### Clock routing

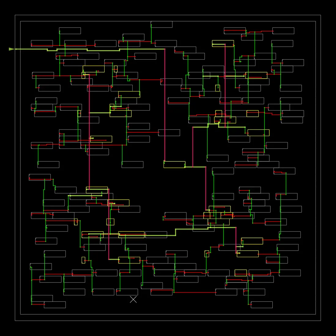
### Power grid

Pins as bars on the die edge. Tap cells in gray.
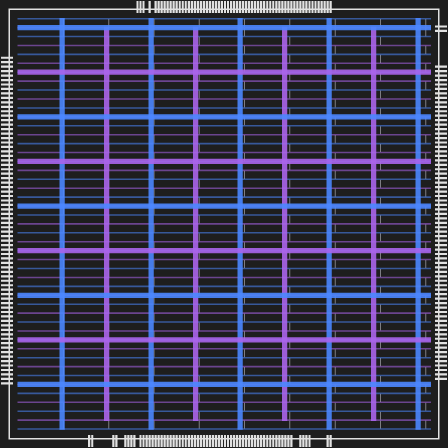
### Gate-type map

Scale bar: 50 µm.
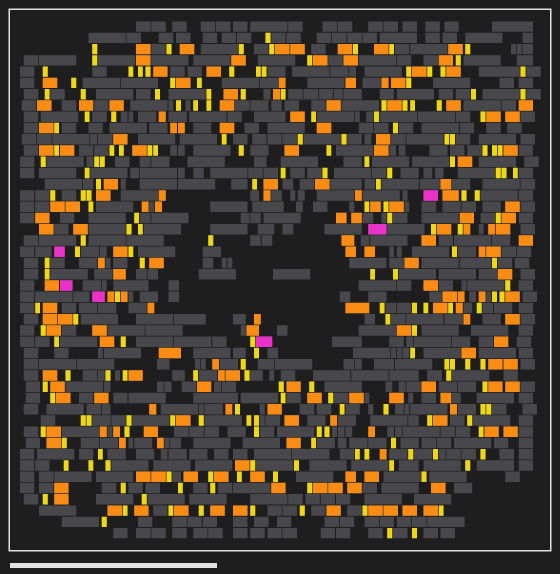
<file path="config.mk">
export PLATFORM = sky130hd
export DESIGN_NAME = cmp_share_arbiter
export DESIGN_NICKNAME = d
export VERILOG_FILES = /design/src/rtl/cmp_share_arbiter.sv
export SDC_FILE = /design/constraint.sdc
export NUM_CORES = 1
export LEC_CHECK = 0
export CORE_MARGIN = 2
export CORE_UTILIZATION = 45
export CTS_CLUSTER_SIZE = 25
export DETAILED_ROUTE_END_ITERATION = 6
export GPL_TIMING_DRIVEN = 0
export HOLD_SLACK_MARGIN = 0.05
export PLACE_DENSITY = 0.82
export SYNTH_ARGS = -nofsm -noshare
export SYNTH_HDL_FRONTEND = slang
export SYNTH_SLANG_ARGS = --single-unit
</file>
<file path="constraint.sdc">
create_clock -name clk -period 2.1 [get_ports clk]
set_input_delay 0.42 -clock clk [delete_from_list [all_inputs] [get_ports clk]]
set_output_delay 0.42 -clock clk [all_outputs]
set_load 0.03 [all_outputs]
</file>
<file path="src/rtl/cmp_share_arbiter.sv">
// cmp_share_arbiter: round-robin arbiter that shares one registered compare
// datapath (SLTU / SLT / EQ) between NUM_REQ requesters.
// Each transaction walks IDLE -> CMP -> RESP. The response is held until the
// requester accepts it.
// Optional feature macro: CMP_PERF_EN adds per-requester saturating grant
// counters on output perf_grants.
//
// Handshake semantics (both interfaces): a transfer happens on a rising clock
// edge where valid and ready are both 1. The requester side keeps req_valid
// and operands up until it sees req_ready. Operands are sampled only on the
// grant edge. On the response side, rsp_valid/rsp_id/rsp_result stay stable
// until the rsp_ready edge. rsp_ready is ignored outside RESP.
module cmp_share_arbiter #(
  parameter int WIDTH   = 64,
  parameter int NUM_REQ = 2,
  parameter int ID_W    = 3
) (
  input  logic                     clk,
  input  logic                     rst_n,
  input  logic [NUM_REQ-1:0]       req_valid,
  output logic [NUM_REQ-1:0]       req_ready,
  input  logic [NUM_REQ*WIDTH-1:0] req_a,
  input  logic [NUM_REQ*WIDTH-1:0] req_b,
  input  logic [NUM_REQ*2-1:0]     req_op,
  output logic                     rsp_valid,
  input  logic                     rsp_ready,
  output logic [ID_W-1:0]          rsp_id,
  output logic                     rsp_result,
  output logic                     busy,
  output logic [1:0]               dbg_state
`ifdef CMP_PERF_EN
  ,
  output logic [NUM_REQ*16-1:0]    perf_grants
`endif
);

  typedef enum logic [1:0] {
    ST_IDLE = 2'd0,
    ST_CMP  = 2'd1,
    ST_RESP = 2'd2
  } state_t;

  localparam logic [1:0] OP_SLTU = 2'b00;
  localparam logic [1:0] OP_SLT  = 2'b01;
  localparam logic [1:0] OP_EQ   = 2'b10;

  state_t           state_q, state_d;
  logic [ID_W-1:0]  ptr_q, ptr_d;
  logic [ID_W-1:0]  id_q, id_d;
  logic [WIDTH-1:0] a_q, a_d;
  logic [WIDTH-1:0] b_q, b_d;
  logic [1:0]       op_q, op_d;
  logic [ID_W-1:0]  rsp_id_q, rsp_id_d;
  logic             rsp_result_q, rsp_result_d;

  logic             grant_found;
  logic [ID_W-1:0]  grant_idx;
  logic             grant_fire;
  logic [WIDTH-1:0] sel_a, sel_b;
  logic [1:0]       sel_op;
  logic             cmp_res;

  // Round-robin search: first valid at or above the pointer, else wrap to the bottom.
  always_comb begin
    grant_found = 1'b0;
    grant_idx   = '0;
    for (int j = 0; j < NUM_REQ; j++) begin
      if (!grant_found && req_valid[j] && (ID_W'(j) >= ptr_q)) begin
        grant_found = 1'b1;
        grant_idx   = ID_W'(j);
      end
    end
    for (int j = 0; j < NUM_REQ; j++) begin
      if (!grant_found && req_valid[j]) begin
        grant_found = 1'b1;
        grant_idx   = ID_W'(j);
      end
    end
  end

  assign grant_fire = (state_q == ST_IDLE) && grant_found;

  // Operand mux for the winning requester, plus the one-hot ready (held low in reset).
  always_comb begin
    sel_a     = '0;
    sel_b     = '0;
    sel_op    = '0;
    req_ready = '0;
    for (int j = 0; j < NUM_REQ; j++) begin
      if (grant_idx == ID_W'(j)) begin
        sel_a        = req_a[j*WIDTH +: WIDTH];
        sel_b        = req_b[j*WIDTH +: WIDTH];
        sel_op       = req_op[j*2 +: 2];
        req_ready[j] = grant_fire && rst_n;
      end
    end
  end

  // Compare on the latched operands; SLT falls back to unsigned when signs match.
  always_comb begin
    cmp_res = 1'b0;
    case (op_q)
      OP_SLTU: cmp_res = (a_q < b_q);
      OP_SLT:  cmp_res = (a_q[WIDTH-1] != b_q[WIDTH-1]) ? a_q[WIDTH-1] : (a_q < b_q);
      OP_EQ:   cmp_res = (a_q == b_q);
      default: cmp_res = 1'b0;
    endcase
  end

  // Next-state logic: grant and latch in IDLE, register the result in CMP, hold in RESP.
  always_comb begin
    state_d      = state_q;
    ptr_d        = ptr_q;
    id_d         = id_q;
    a_d          = a_q;
    b_d          = b_q;
    op_d         = op_q;
    rsp_id_d     = rsp_id_q;
    rsp_result_d = rsp_result_q;
    case (state_q)
      ST_IDLE: begin
        if (grant_found) begin
          state_d = ST_CMP;
          a_d     = sel_a;
          b_d     = sel_b;
          op_d    = sel_op;
          id_d    = grant_idx;
          ptr_d   = (grant_idx == ID_W'(NUM_REQ - 1)) ? '0 : grant_idx + ID_W'(1);
        end
      end
      ST_CMP: begin
        rsp_result_d = cmp_res;
        rsp_id_d     = id_q;
        state_d      = ST_RESP;
      end
      ST_RESP: begin
        if (rsp_ready) state_d = ST_IDLE;
      end
      default: state_d = ST_IDLE;
    endcase
  end

  // State, pointer, operand and response registers.
  always_ff @(posedge clk or negedge rst_n) begin
    if (!rst_n) begin
      state_q      <= ST_IDLE;
      ptr_q        <= '0;
      id_q         <= '0;
      a_q          <= '0;
      b_q          <= '0;
      op_q         <= '0;
      rsp_id_q     <= '0;
      rsp_result_q <= 1'b0;
    end else begin
      state_q      <= state_d;
      ptr_q        <= ptr_d;
      id_q         <= id_d;
      a_q          <= a_d;
      b_q          <= b_d;
      op_q         <= op_d;
      rsp_id_q     <= rsp_id_d;
      rsp_result_q <= rsp_result_d;
    end
  end

  assign rsp_valid  = (state_q == ST_RESP);
  assign rsp_id     = rsp_id_q;
  assign rsp_result = rsp_result_q;
  assign busy       = (state_q != ST_IDLE);
  assign dbg_state  = state_q;

`ifdef CMP_PERF_EN
  logic [15:0] perf_q [NUM_REQ];
  logic [15:0] perf_d [NUM_REQ];

  // Saturating grant counters, one per requester.
  always_comb begin
    for (int j = 0; j < NUM_REQ; j++) begin
      perf_d[j] = perf_q[j];
      if (grant_fire && (grant_idx == ID_W'(j)) && (perf_q[j] != 16'hFFFF))
        perf_d[j] = perf_q[j] + 16'd1;
    end
  end

  // Counter registers.
  always_ff @(posedge clk or negedge rst_n) begin
    if (!rst_n) begin
      for (int j = 0; j < NUM_REQ; j++) perf_q[j] <= '0;
    end else begin
      for (int j = 0; j < NUM_REQ; j++) perf_q[j] <= perf_d[j];
    end
  end

  // Flatten the counters onto the output bus.
  always_comb begin
    perf_grants = '0;
    for (int j = 0; j < NUM_REQ; j++) perf_grants[j*16 +: 16] = perf_q[j];
  end
`endif

endmodule
</file>
==> qor.yml <==
critical_path:
  worst_setup_path_endpoint: "rsp_result$_DFFE_PN0N_"
  endpoint_kind_of_the_worst_setup_timing_path: "flop"
  r2r_end: "rsp_result$_DFFE_PN0N_"
  timing.critical_path.arrival_ns: 2.36
  startpoint: "b_q[58]$_DFFE_PN0P_"
  worst-path-max-fanout: 3
placed_design:
  dpl.cell_count: 1180
floorplan:
  chipArea_um2: 17030
  floorplanUtilization: 0.4566
  rows: 46
route:
  violation_tally_from_detailed_route_iteration_zero: 952
  detail_route.wl_per_cell_um: 19.52
  via_count_normalized_by_instance_count: 5.715
  detail_route.drc_violations: 2
flow_run:
  warning_count: 28
grt:
  grt_pass1_vias: 6945
  grt_start_max_net_pins: 74
min_path:
  timing.hold.worst.start: "id_q[0]$_DFFE_PN0P_"
  worst_hold_path.num_cells: 1
  worst_hold_path_ep: "id_q[0]$_DFFE_PN0P_"
  min_path_type: "reg -> reg"
sta:
  layout_setup_ws_ns: 0.03390
  timing.final.crit_period_ns: 2.066
  hold_fails_final_rpt: 0
  finalClockSkew_ns: 0.01246
logic_synthesis:
  syn-instance-count: 690
  post_synth_main_area_contributors: "dfrtp_1, a222oi_1, ha_1"
  ys_cells: 690
  ys_types: 44
pwr:
  p_per_area_nw_per_um2: 1352
  finalPower_uw: 15090
cts:
  worst_skew_pair.late_latency_ns: 0.43
  path_clk_slew_ns: 0.06
  max-clock-path-buffers: 2
  clock_tree.htree_level_count: 4
outcome:
  status: "complete, but fails checks"
  failed_checks: "DRC"
cells_and_area:
  area.growth.synth_to_final_pct: 54.98
Notes on 'Clock routing' above:
seq_cells: 136
number of sinks on the clock net: 136
CTS Buf Count: 17

Notes on 'Power grid' above:
| color | net |
|---|---|
| blue | VSS |
| purple | VDD |
rows: 46
signal pins: 275
tap cells: 216
Die Wd: 130.5 µm
Die Height: 130.5 µm
worst ir drop on vdd: 0.0006467 V
area of the core region: 15770 µm²

Notes on 'Gate-type map' above:
| color | family | cells |
|---|---|---|
| yellow | inv cells | 198 |
| orange | aoi and oai cells | 180 |
| magenta | and/or cells | 6 |
tally of non-filler cells in the final layout: 1230
fraction of area in multi-input gates: 0.2721
most common cell after layout, fill and taps aside: clkdlybuf4s50_1

==> sequential cells by signal, indices dropped and copies added (netlist names) <==
| name | count |
|---|---|
| dbg_state | 2 |
| a_q | 64 |
| ptr_q | 1 |
| rsp_id | 1 |
| id_q | 1 |
| b_q | 64 |
| op_q | 2 |
| rsp_result | 1 |
==> where the power goes <==
| part | switching [µW] | total, µW | internal (µW) |
|---|---|---|---|
| Combinational | 4060 | 7440 | 3380 |
| Clock | 1130 | 2850 | 1720 |
| Sequential | 876 | 4790 | 3920 |
| Total | 6070 | 15100 | 9010 |
==> through the flow <==
| stage | area [µm²] | hold slack, ns |
|---|---|---|
| finish | 11160 | 0.4828 |
| global route | 11160 | 0.5101 |
| floorplan | 7208 | 0.1244 |
| global placement | 10200 | 0.4620 |
| CTS | 10910 | 0.008770 |
| detailed placement | 10230 | 0.4561 |
==> cell type report <==
class | instances | area share
Multi-Input combinational cell | 312 | 0.2721
Clock inverter | 7 | 0.006167
Timing Repair Buffer | 293 | 0.2622
Inverter | 198 | 0.06660
Tap cell | 216 | 0.02422
Sequential cell | 136 | 0.3050
Antenna cell | 1 | 0.0002242
Buffer | 42 | 0.01996
Clock buffer | 25 | 0.04350
==> critical path: stages, from the launching register on <==
cell and delay [ns]:
dfrtp_1 0.36, inv_1 0.06, ha_1 0.31, nand4_1 0.23, nor4_4 0.20, buf_4 0.18
nand4_4 0.13, o41ai_2 0.35, o31ai_1 0.12
==> metal layers <==
metal / GRT usage / wire (µm) / vias to the layer above
met4: 0.1264 / 894 / 0
met2: 0.4663 / 11520 / 366
met5: 0 / 0 / -
met3: 0.07410 / 2222 / 66
met1: 0.3352 / 9371 / 3390
li1: - / - / 3207
==> logic make-up (layout without fill, tap and decap cells) <==
| kind of cell | after synthesis | count (layout) | synth area share |
|---|---|---|---|
| compound gates | 187 | 187 | 0.2295 |
| fa+ha+maj | 64 | 64 | 0.1112 |
| flops | 136 | 136 | 0.4726 |
| buf+inv | 243 | 565 | 0.1322 |
| simple gates | 58 | 58 | 0.05230 |
| mux | 1 | 1 | 0.001564 |
| other cells | 1 | 3 | 0.0005208 |
==> synth_stat cells, drive strengths merged (3+ instances only) <==
| library cell | number |
|---|---|
| nand2 | 14 |
| a21o | 6 |
| nand4 | 13 |
| nand2b | 3 |
| nand3 | 8 |
| buf | 24 |
| nor2 | 5 |
| a222oi | 130 |
| o21ai | 9 |
| a211oi | 4 |
| nor4 | 3 |
| inv | 198 |
| dfrtp | 136 |
| clkbuf | 21 |
| ha | 64 |
| a21oi | 27 |
==> what timing repair did <==
action,CTS,global route
hold endpoints to repair,63,18
gates cloned,0,0
gates resized,34,26
buffers inserted,7,10
setup endpoints to repair,9,21
pin swaps,4,10
==> placed cells by master (no fill, tap or decap), types with 4 or more instances in the layout <==
master	instances
dlygate4sd2_1	4
inv_2	4
o21ai_0	4
clkbuf_1	22
clkdlybuf4s50_1	264
ha_4	8
dfrtp_1	136
nand4_1	9
o21ai_1	4
clkbuf_16	17
a21o_1	6
inv_1	194
a222oi_1	130
nand3_1	8
buf_4	19
ha_1	56
clkbuf_2	4
buf_2	16
a21oi_1	27
nand2_1	14
a211oi_1	4
No activity file was given, so power comes from the tool's default toggle rates.
